run_1/final_congestion.png
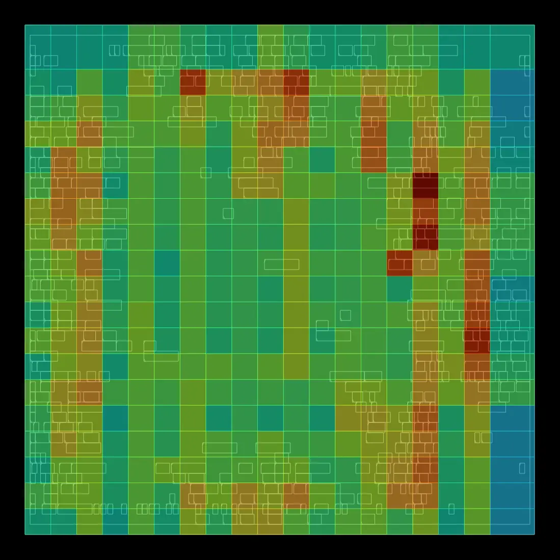
run_1/met1.png
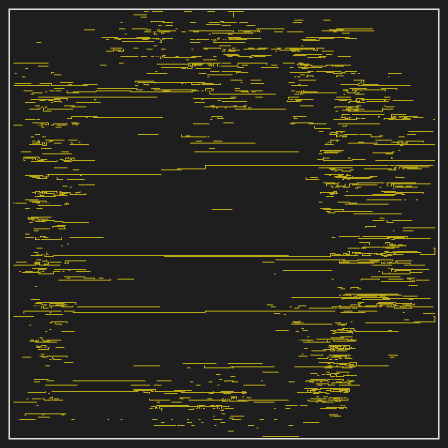
run_1/port_nets.png
Scale bar: 50 µm.
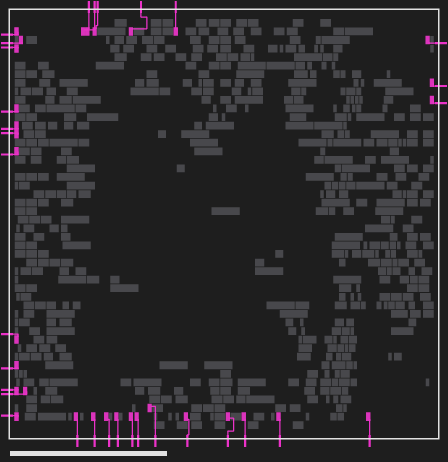
==> config.mk <==
export PLATFORM = sky130hd
export DESIGN_NAME = regfile_wb_arbiter
export DESIGN_NICKNAME = d
export VERILOG_FILES = /design/src/rtl/regwb_pkg.sv /design/src/rtl/rr_arbiter.sv /design/src/rtl/regfile_wb_arbiter.sv
export SDC_FILE = /design/constraint.sdc
export NUM_CORES = 1
export LEC_CHECK = 0
export CAP_MARGIN = 40
export CELL_PAD_IN_SITES_DETAIL_PLACEMENT = 0
export CELL_PAD_IN_SITES_GLOBAL_PLACEMENT = 2
export CORE_MARGIN = 1
export CORE_UTILIZATION = 22
export DETAILED_ROUTE_END_ITERATION = 8
export PLACE_DENSITY = 0.87
export SETUP_SLACK_MARGIN = 0.02
export SLEW_MARGIN = 20
export SYNTH_ARGS = -nofsm -noshare
export SYNTH_HDL_FRONTEND = slang
export SYNTH_SLANG_ARGS = --single-unit
==> constraint.sdc <==
create_clock -name Clk -period 9.72 [get_ports Clk]
set_input_delay 1.944 -clock Clk [delete_from_list [all_inputs] [get_ports Clk]]
set_output_delay 1.944 -clock Clk [all_outputs]
set_load 0.02 [all_outputs]
==> src/rtl/regwb_pkg.sv <==
// -----------------------------------------------------------------------------
// regwb_pkg
// Shared constants and types for the register-file write-back arbiter.
//   DEF_NUM_REQ / DEF_ADDR_W / DEF_DATA_W : default parameter values
//   ZERO_REG     : hard-wired zero register address (writes to it are dropped)
//   WR_COUNT_MAX : saturation value of the committed-write counter
//   regwb_state_e: write-back FSM state (IDLE, ISSUE)
// -----------------------------------------------------------------------------
package regwb_pkg;

    localparam int DEF_NUM_REQ = 3;
    localparam int DEF_ADDR_W  = 5;
    localparam int DEF_DATA_W  = 32;

    localparam int          ZERO_REG     = 0;
    localparam logic [15:0] WR_COUNT_MAX = 16'hFFFF;

    typedef enum logic {
        IDLE  = 1'b0,
        ISSUE = 1'b1
    } regwb_state_e;

endpackage

==> src/rtl/rr_arbiter.sv <==
// -----------------------------------------------------------------------------
// rr_arbiter
// Combinational round-robin picker. The search starts at index ptr and walks
// upward modulo N; the first set request bit wins.
// Ports:
//   req [N-1:0]     : request vector
//   ptr [PTR_W-1:0] : highest-priority index for this cycle (always < N)
//   gnt [N-1:0]     : one-hot grant, all-zero when no request is set
// -----------------------------------------------------------------------------
module rr_arbiter #(
    parameter int N     = 3,
    parameter int PTR_W = (N > 1) ? $clog2(N) : 1
) (
    input  logic [N-1:0]     req,
    input  logic [PTR_W-1:0] ptr,
    output logic [N-1:0]     gnt
);

    always_comb begin
        int   idx;
        logic found;
        gnt   = '0;
        found = 1'b0;
        idx   = 0;
        for (int k = 0; k < N; k++) begin
            // Rotate the search so it begins at ptr and wraps past N-1.
            idx = int'(ptr) + k;
            if (idx >= N) begin
                idx = idx - N;
            end
            if (!found && req[idx]) begin
                gnt[idx] = 1'b1;
                found    = 1'b1;
            end
        end
    end

endmodule

==> src/rtl/regfile_wb_arbiter.sv <==
// -----------------------------------------------------------------------------
// regfile_wb_arbiter
// Round-robin arbiter that merges NUM_REQ write-back requesters into a single
// registered register-file write port, with an optional read bypass.
//
// Handshake: a requester holds req[i] high until it sees gnt[i] in the same
// cycle; each grant consumes exactly one write, and the requester must drop
// req[i] (or present a new write) in the following cycle. The granted write
// appears on RegWrite/WriteRegister/WriteData one cycle after the grant.
//
// Ports:
//   Clk, Reset                    : clock, asynchronous active-high reset
//   req, req_addr, req_data       : per-requester request, flattened addr/data
//   gnt                           : one-hot combinational grant
//   RegWrite, WriteRegister,
//   WriteData                     : registered write port to the register file
//   wr_count                      : saturating count of committed writes
//   ReadRegister1/2               : read addresses compared for bypass
//   fwd_hit1/2, fwd_data1/2       : bypass hit flags and data
//   fsmState                      : current write-back FSM state (debug)
//
// Build option: define REGWB_BYPASS_EN to enable the read bypass; without it
// the bypass outputs are tied to zero and ReadRegister1/2 are ignored.
// -----------------------------------------------------------------------------
module regfile_wb_arbiter
    import regwb_pkg::*;
#(
    parameter int NUM_REQ = DEF_NUM_REQ,
    parameter int ADDR_W  = DEF_ADDR_W,
    parameter int DATA_W  = DEF_DATA_W
) (
    input  logic                      Clk,
    input  logic                      Reset,
    input  logic [NUM_REQ-1:0]        req,
    input  logic [NUM_REQ*ADDR_W-1:0] req_addr,
    input  logic [NUM_REQ*DATA_W-1:0] req_data,
    output logic [NUM_REQ-1:0]        gnt,
    output logic                      RegWrite,
    output logic [ADDR_W-1:0]         WriteRegister,
    output logic [DATA_W-1:0]         WriteData,
    output logic [15:0]               wr_count,
    input  logic [ADDR_W-1:0]         ReadRegister1,
    input  logic [ADDR_W-1:0]         ReadRegister2,
    output logic                      fwd_hit1,
    output logic                      fwd_hit2,
    output logic [DATA_W-1:0]         fwd_data1,
    output logic [DATA_W-1:0]         fwd_data2,
    output regwb_state_e              fsmState
);

    localparam int PTR_W = (NUM_REQ > 1) ? $clog2(NUM_REQ) : 1;

    regwb_state_e      state, stateNext;
    logic [PTR_W-1:0]  ptr, ptrNext;
    logic [NUM_REQ-1:0] rawGnt;
    logic              anyGnt;
    logic              commitValid;
    logic [PTR_W-1:0]  winIdx;
    logic [ADDR_W-1:0] selAddr;
    logic [DATA_W-1:0] selData;
    logic [15:0]       wrCount;

    rr_arbiter #(
        .N     (NUM_REQ),
        .PTR_W (PTR_W)
    ) u_rr (
        .req (req),
        .ptr (ptr),
        .gnt (rawGnt)
    );

    // Grants are suppressed for the whole reset window, not only at edges.
    assign gnt = Reset ? '0 : rawGnt;

    // Encode the one-hot grant and select the winner's address and data.
    always_comb begin
        anyGnt  = 1'b0;
        winIdx  = '0;
        selAddr = '0;
        selData = '0;
        for (int i = 0; i < NUM_REQ; i++) begin
            if (gnt[i]) begin
                anyGnt  = 1'b1;
                winIdx  = PTR_W'(i);
                selAddr = req_addr[i*ADDR_W +: ADDR_W];
                selData = req_data[i*DATA_W +: DATA_W];
            end
        end
    end

    // A grant to the zero register is consumed but never becomes a write.
    assign commitValid = anyGnt && (selAddr != ADDR_W'(ZERO_REG));

    // Next-state and pointer logic.
    always_comb begin
        stateNext = IDLE;
        ptrNext   = ptr;
        if (commitValid) begin
            stateNext = ISSUE;
        end
        if (anyGnt) begin
            ptrNext = (winIdx == PTR_W'(NUM_REQ - 1)) ? '0 : winIdx + PTR_W'(1);
        end
    end

    always_ff @(posedge Clk or posedge Reset) begin
        if (Reset) begin
            state <= IDLE;
        end else begin
            state <= stateNext;
        end
    end

    // Write port, pointer and counter. The counter advances on the same edge
    // that loads the write, so wr_count already includes the write shown on
    // the port while RegWrite is high.
    always_ff @(posedge Clk or posedge Reset) begin
        if (Reset) begin
            ptr           <= '0;
            WriteRegister <= '0;
            WriteData     <= '0;
            wrCount       <= '0;
        end else begin
            ptr <= ptrNext;
            if (commitValid) begin
                WriteRegister <= selAddr;
                WriteData     <= selData;
                if (wrCount != WR_COUNT_MAX) begin
                    wrCount <= wrCount + 16'd1;
                end
            end
        end
    end

    assign RegWrite = (state == ISSUE);
    assign wr_count = wrCount;
    assign fsmState = state;

`ifdef REGWB_BYPASS_EN
    // Forward the write currently on the port to a matching reader; the zero
    // register never forwards.
    always_comb begin
        fwd_hit1  = RegWrite && (WriteRegister == ReadRegister1) &&
                    (ReadRegister1 != ADDR_W'(ZERO_REG));
        fwd_hit2  = RegWrite && (WriteRegister == ReadRegister2) &&
                    (ReadRegister2 != ADDR_W'(ZERO_REG));
        fwd_data1 = fwd_hit1 ? WriteData : '0;
        fwd_data2 = fwd_hit2 ? WriteData : '0;
    end
`else
    assign fwd_hit1  = 1'b0;
    assign fwd_hit2  = 1'b0;
    assign fwd_data1 = '0;
    assign fwd_data2 = '0;

    logic unusedReadRegs;
    assign unusedReadRegs = ^{ReadRegister1, ReadRegister2};
`endif

endmodule

==> flow_summary.yaml, run 1 <==
# yosys + openroad results
outcome:
  status: "completed"
floorplanning:
  nWellTaps: 225
  die_w_um: 136
  fp_util_pct: 22.7
  coreArea_um2: 17400
  core.rowCount: 48
  chipArea_um2: 18500
  dieHeight_um: 136
layout:
  clk_share_pct: 2.59
  comb-cell-share_pct: 35.7
  largest_reg_flops: 32
  antenna_cells: 0
  flops: 56
  signal_buffers: 182
  regArea_um2: 1400
  final_area_um2: 5800
  drive_above_1_share_pct: 15.7
  largest_register: "WriteData"
  nets: 685
  clkbuf_count: 5
  dominant_cells: "logic gates"
  seq_share_pct: 24.2
  final_cell_mix: "173 x clkdlybuf4s50_1, 66 x conb_1, 56 x dfrtp_1"
  lay_top_count: "clkdlybuf4s50_1"
  bufAreaShareNonClock_pct: 31.7
  comb_cells: 294
  syn_to_final_growth_pct: 46.7
  logic_area_um2: 2070
  fill_cells: 1779
  inv_count: 15
placement:
  routabilityCongestion: 0.815
  placed_cells: 769
  hpwlAfterDp_um: 8440
  place_ws_ns: 3.41
  place_area_um2: 5580
synth:
  async_reset_ff_share_pct: 100
  flop_cell: "dfrtp_1"
  ys_seq_elements: 56
  synth_top_cell_by_count: "buf_4"
  postSynthAreaPerCell_um2: 10.0
  ys_sh_xor_pct: 1.99
  synth_cells: 395
  mux_share_pct: 1.74
  synth_area_um2: 3950
  logic_family: "AND-OR/OR-AND gates"
  common_cells: "68 x buf_4, 56 x dfrtp_1, 32 x a21oi_2, 32 x a222oi_1"
  ys_cells: 395
  yosysUniqueCellTypes: 61
  ys_seq_share_pct: 35.5
  ys_sh_aoi_pct: 22.6
  synth_top_area_share_pct: 35.5
  ys_warn_count: 0
  ys_area_um2: 3950
  yosys-top-cells-area: "dfrtp_1 35%, buf_4 13%, a222oi_1 8.1%, a21oi_2 7.1%, nor2_4 5.7%"
  edf_count: 0
  ys_sh_simple_pct: 17.8
  adder_share_pct: 1.58
  yosysTopAreaCell: "dfrtp_1"
sta:
  setup_viol_count_final: 0
  hold_viol: 0
  drv_slew: 0
  holdWs_ns: 0.511
  fin_crit_sh_pct: 63.1
  finClkSkew_ns: 0.00698
  rsz0062_at_grt: "false"
  timing.final.crit_period_ns: 6.13
  max_slew_margin_pct: 57.1
  tightestPinTransition_ns: 0.644
  finalWorstSetupSlack_ns: 3.59
  fin_setup_tns_ns: 0
grt:
  grt_antenna_before_repair: 0
  grt-ovfl-total: 0
  met2_usage_pct: 21.3
  grt_max_degree: 61
  grtUsageMet3_pct: 3.80
  grt_pass1_wl_um: 16600
  met1_usage_pct: 12.9
  grt_pass1_vias: 3268
job:
  drv_cap: 0
  warnings: 39
worst_hold_path:
  hold_path.class: "reg -> reg"
  min_path_cells: 1
  min_from: "wr_count[8]"
  min_to: "wr_count[8]"
worst_setup_path:
  startpoint: "req[2]"
  critPathSlowestCell: "clkdlybuf4s50_1"
  crit_required_ns: 7.78
  cp-start-kind: "input pin"
  cp_top_family: "buffers and inverters"
  worstRegToRegCells: 15
  arrival_ns: 4.18
  rr_endpoint: "WriteData[3]"
  criticalPathCategory: "in -> out"
  critPathCapture: "gnt[2]"
  crit_cells: 7
  max_stage_delay_ns: 0.65
  rrSetupSlack_ns: 5.29
  r2r-start: "ptr[0]"
  crit_path_end_kind: "primary output"
  path_max_fanout: 15
  path_buffers: 3
  path_cells: "clkdlybuf4s50_1 > nand3b_1 > o311ai_0 > a32oi_1 > buf_4 > nor2_4 > clkdlybuf4s50_1"
  cp_common_cell: "clkdlybuf4s50_1"
power_and_ir_drop:
  seqPwrFrac_pct: 21.9
  netSwitchingFraction_pct: 47.6
  p_total_mw: 1.98
  pg_comb_mw: 1.35
  ir_worst_vdd_mv: 0.212
  top_power_group: "combinational cells"
  p_leak_nw: 2.32
  p_int_mw: 1.04
  p_comb_share_pct: 68.4
  p_per_area_nw_per_um2: 341
  p_sw_mw: 0.940
  p_clk_mw: 0.191
  p_seq_mw: 0.434
detailed_routing:
  drt-met1-wl_um: 4470
  dr.pass1.iters: 5
  drc_errors: 0
  vias: 3436
  wl_met3_um: 955
  top_layer: "met4"
  viasPerCell: 4.41
  drt-initial-drc-count: 186
  met2_length_um: 5790
  antenna_left: 0
  routed_wl_um: 11300
  avgRoutedWirePerCell_um: 14.5
clock_tree:
  ctsRootBufferMaster: "clkbuf_16"
  cts.clk_slew.worst_paths_ns: 0.08
  cts_max_path_buffers: 2
  clkLatencyLatePin_ns: 0.30
  hold_buffers: 0
  numCtsBuffers: 5
  cts_tree: "done"
  h-tree-depth: 2
  cts_setup_buffers: 0
  cts_sinks: 56
  post_cts_resized: 0
Back to the opening pictures, final_congestion.png:
global routing's busiest layer: met2
post-layout util: 33.3%
All-Layer GR Usage: 11.6%

Back to the opening pictures, met1.png:
nets with wire on the layer = 527
main direction = horizontal
share of all routed wire = 40%

Back to the opening pictures, port_nets.png:
magenta -> fwd_data1  # direction output, edge 12 left, 12 bottom, 5 top, 3 right, end cells 32, wire 158 µm
Ports: 250
Port Buf Inserts: 173

run_1/clock_map.png
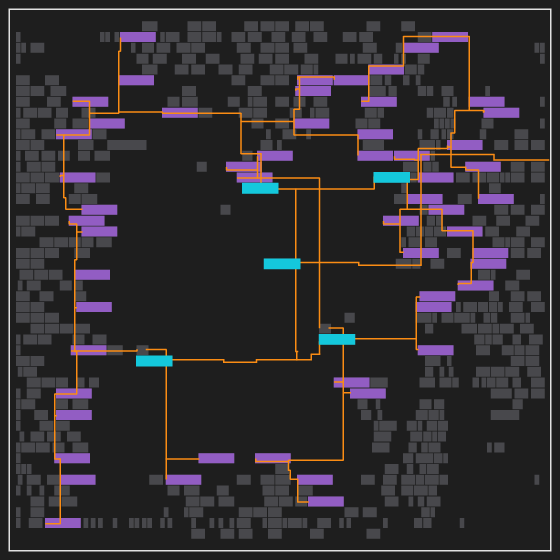

==> run 1 -> run 2 <==
- CORE_UTILIZATION: 22 -> 20
- PLACE_DENSITY: 0.87 -> 0.8
- clock period: 9.72 -> 5.75 ns (I/O delays scaled with it)
run_2/clock_map.png
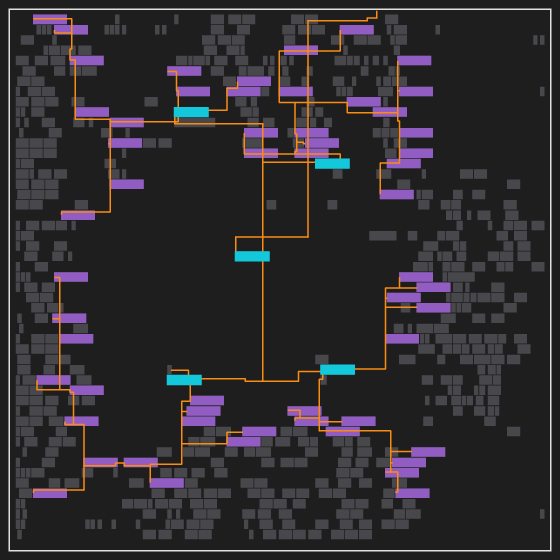
orange -> clock wires  # length 875 µm
purple -> flip-flops  # count 56
cyan -> cells driving clock nets  # count 5
flops lie = widely spread
routed clock nets = 6

==> flow_summary.yaml, run 2 <==
# yosys + openroad results
layout:
  clkbuf_count: 6
  finish.utilization_pct: 30.1
  inv_count: 15
  logic_area_um2: 2070
  seq_share_pct: 24.0
  final_cell_mix: "173 x clkdlybuf4s50_1, 66 x conb_1, 56 x dfrtp_1"
  flops: 56
  signal_buffers: 181
  drive_above_1_share_pct: 15.5
  antenna_cells: 0
  largest_register: "WriteData"
  fill_cells: 2035
  regArea_um2: 1400
  dominant_cells: "logic gates"
  nets: 684
  largest_reg_flops: 32
  syn_to_final_growth_pct: 47.8
floorplanning:
  fp_util_pct: 20.4
  dieHeight_um: 143
  die_w_um: 143
  core.rowCount: 51
  nWellTaps: 265
  chipArea_um2: 20300
synth:
  flop_cell: "dfrtp_1"
  synth_area_um2: 3950
  yosysUniqueCellTypes: 61
  mux_share_pct: 1.74
  async_reset_ff_share_pct: 100
  ys_seq_elements: 56
  common_cells: "68 x buf_4, 56 x dfrtp_1, 32 x a21oi_2, 32 x a222oi_1"
  adder_share_pct: 1.58
  ys_cells: 395
  edf_count: 0
  synth_top_area_share_pct: 35.5
  synth_top_cell_by_count: "buf_4"
  ys_sh_xor_pct: 1.99
  ys_sh_simple_pct: 17.8
  ys_area_um2: 3950
  ys_sh_aoi_pct: 22.6
  ys_warn_count: 0
  postSynthAreaPerCell_um2: 10.0
grt:
  grt_max_degree: 60
  grtUsageMet3_pct: 2.25
  grt-busiest-layer: "met2"
  met2_usage_pct: 21.0
  grt-ovfl-total: 0
  grt_pass1_vias: 3422
  grt.total_usage_pct: 11.2
  met1_usage_pct: 12.7
  grt_pass1_wl_um: 17700
worst_setup_path:
  critPathCapture: "gnt[2]"
  rrSetupSlack_ns: 1.96
  cp_top_family: "buffers and inverters"
  cp_common_cell: "clkdlybuf4s50_1"
  criticalPathCategory: "in -> out"
  r2r-start: "ptr[0]"
  startpoint: "req[2]"
  rr_endpoint: "wr_count[2]"
  worstRegToRegCells: 12
  cp-start-kind: "input pin"
  path_max_fanout: 8
  crit_path_end_kind: "primary output"
  arrival_ns: 3.57
  max_stage_delay_ns: 0.68
  path_buffers: 2
  path_cells: "clkdlybuf4s50_1 > nand3b_1 > o311ai_0 > a32oi_1 > nor2_4 > clkdlybuf4s50_1"
  crit_required_ns: 4.60
  crit_cells: 6
  critPathSlowestCell: "clkdlybuf4s50_1"
clock_tree:
  cts_setup_buffers: 0
  cts_max_path_buffers: 2
  h-tree-depth: 2
  cts_tree: "done"
  ctsRootBufferMaster: "clkbuf_16"
  post_cts_resized: 0
  numCtsBuffers: 5
placement:
  portBuffers: 173
  place_ws_ns: 1.04
  hpwlAfterDp_um: 8730
  place_area_um2: 5650
  routabilityCongestion: 0.785
  placed_cells: 810
sta:
  timing.final.crit_period_ns: 4.72
  finalWorstSetupSlack_ns: 1.03
  drv_slew: 0
  rsz0062_at_grt: "false"
  tightestPinTransition_ns: 0.553
  max_slew_margin_pct: 63.1
  hold_viol: 0
  fin_setup_tns_ns: 0
power_and_ir_drop:
  p_sw_mw: 1.57
  p_per_area_nw_per_um2: 571
  p_seq_mw: 0.734
  netSwitchingFraction_pct: 47.0
  ir_worst_vdd_mv: 0.436
  p_int_mw: 1.77
  top_power_group: "combinational cells"
  p_total_mw: 3.34
  p_leak_nw: 2.32
detailed_routing:
  wl_met3_um: 726
  drt-met1-wl_um: 4640
  vias: 3458
  antenna_left: 0
  drt-initial-drc-count: 212
  drc_errors: 0
  dr.pass1.iters: 6
  met2_length_um: 5910
worst_hold_path:
  min_path_cells: 2
  min_to: "WriteData[27]"
job:
  drv_cap: 0
outcome:
  status: "completed"
run_2/met1.png
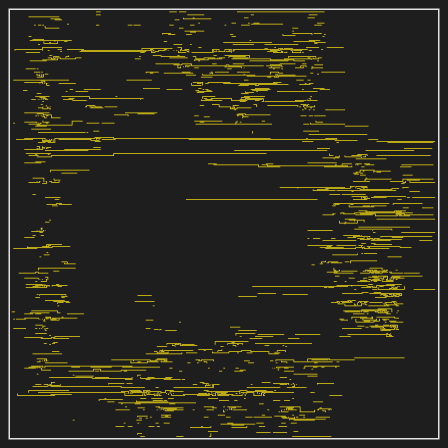
longest straight run = 52.2 µm
share of all routed wire = 41%
nets with wire on the layer = 532
wire length on this layer = 4,640 µm

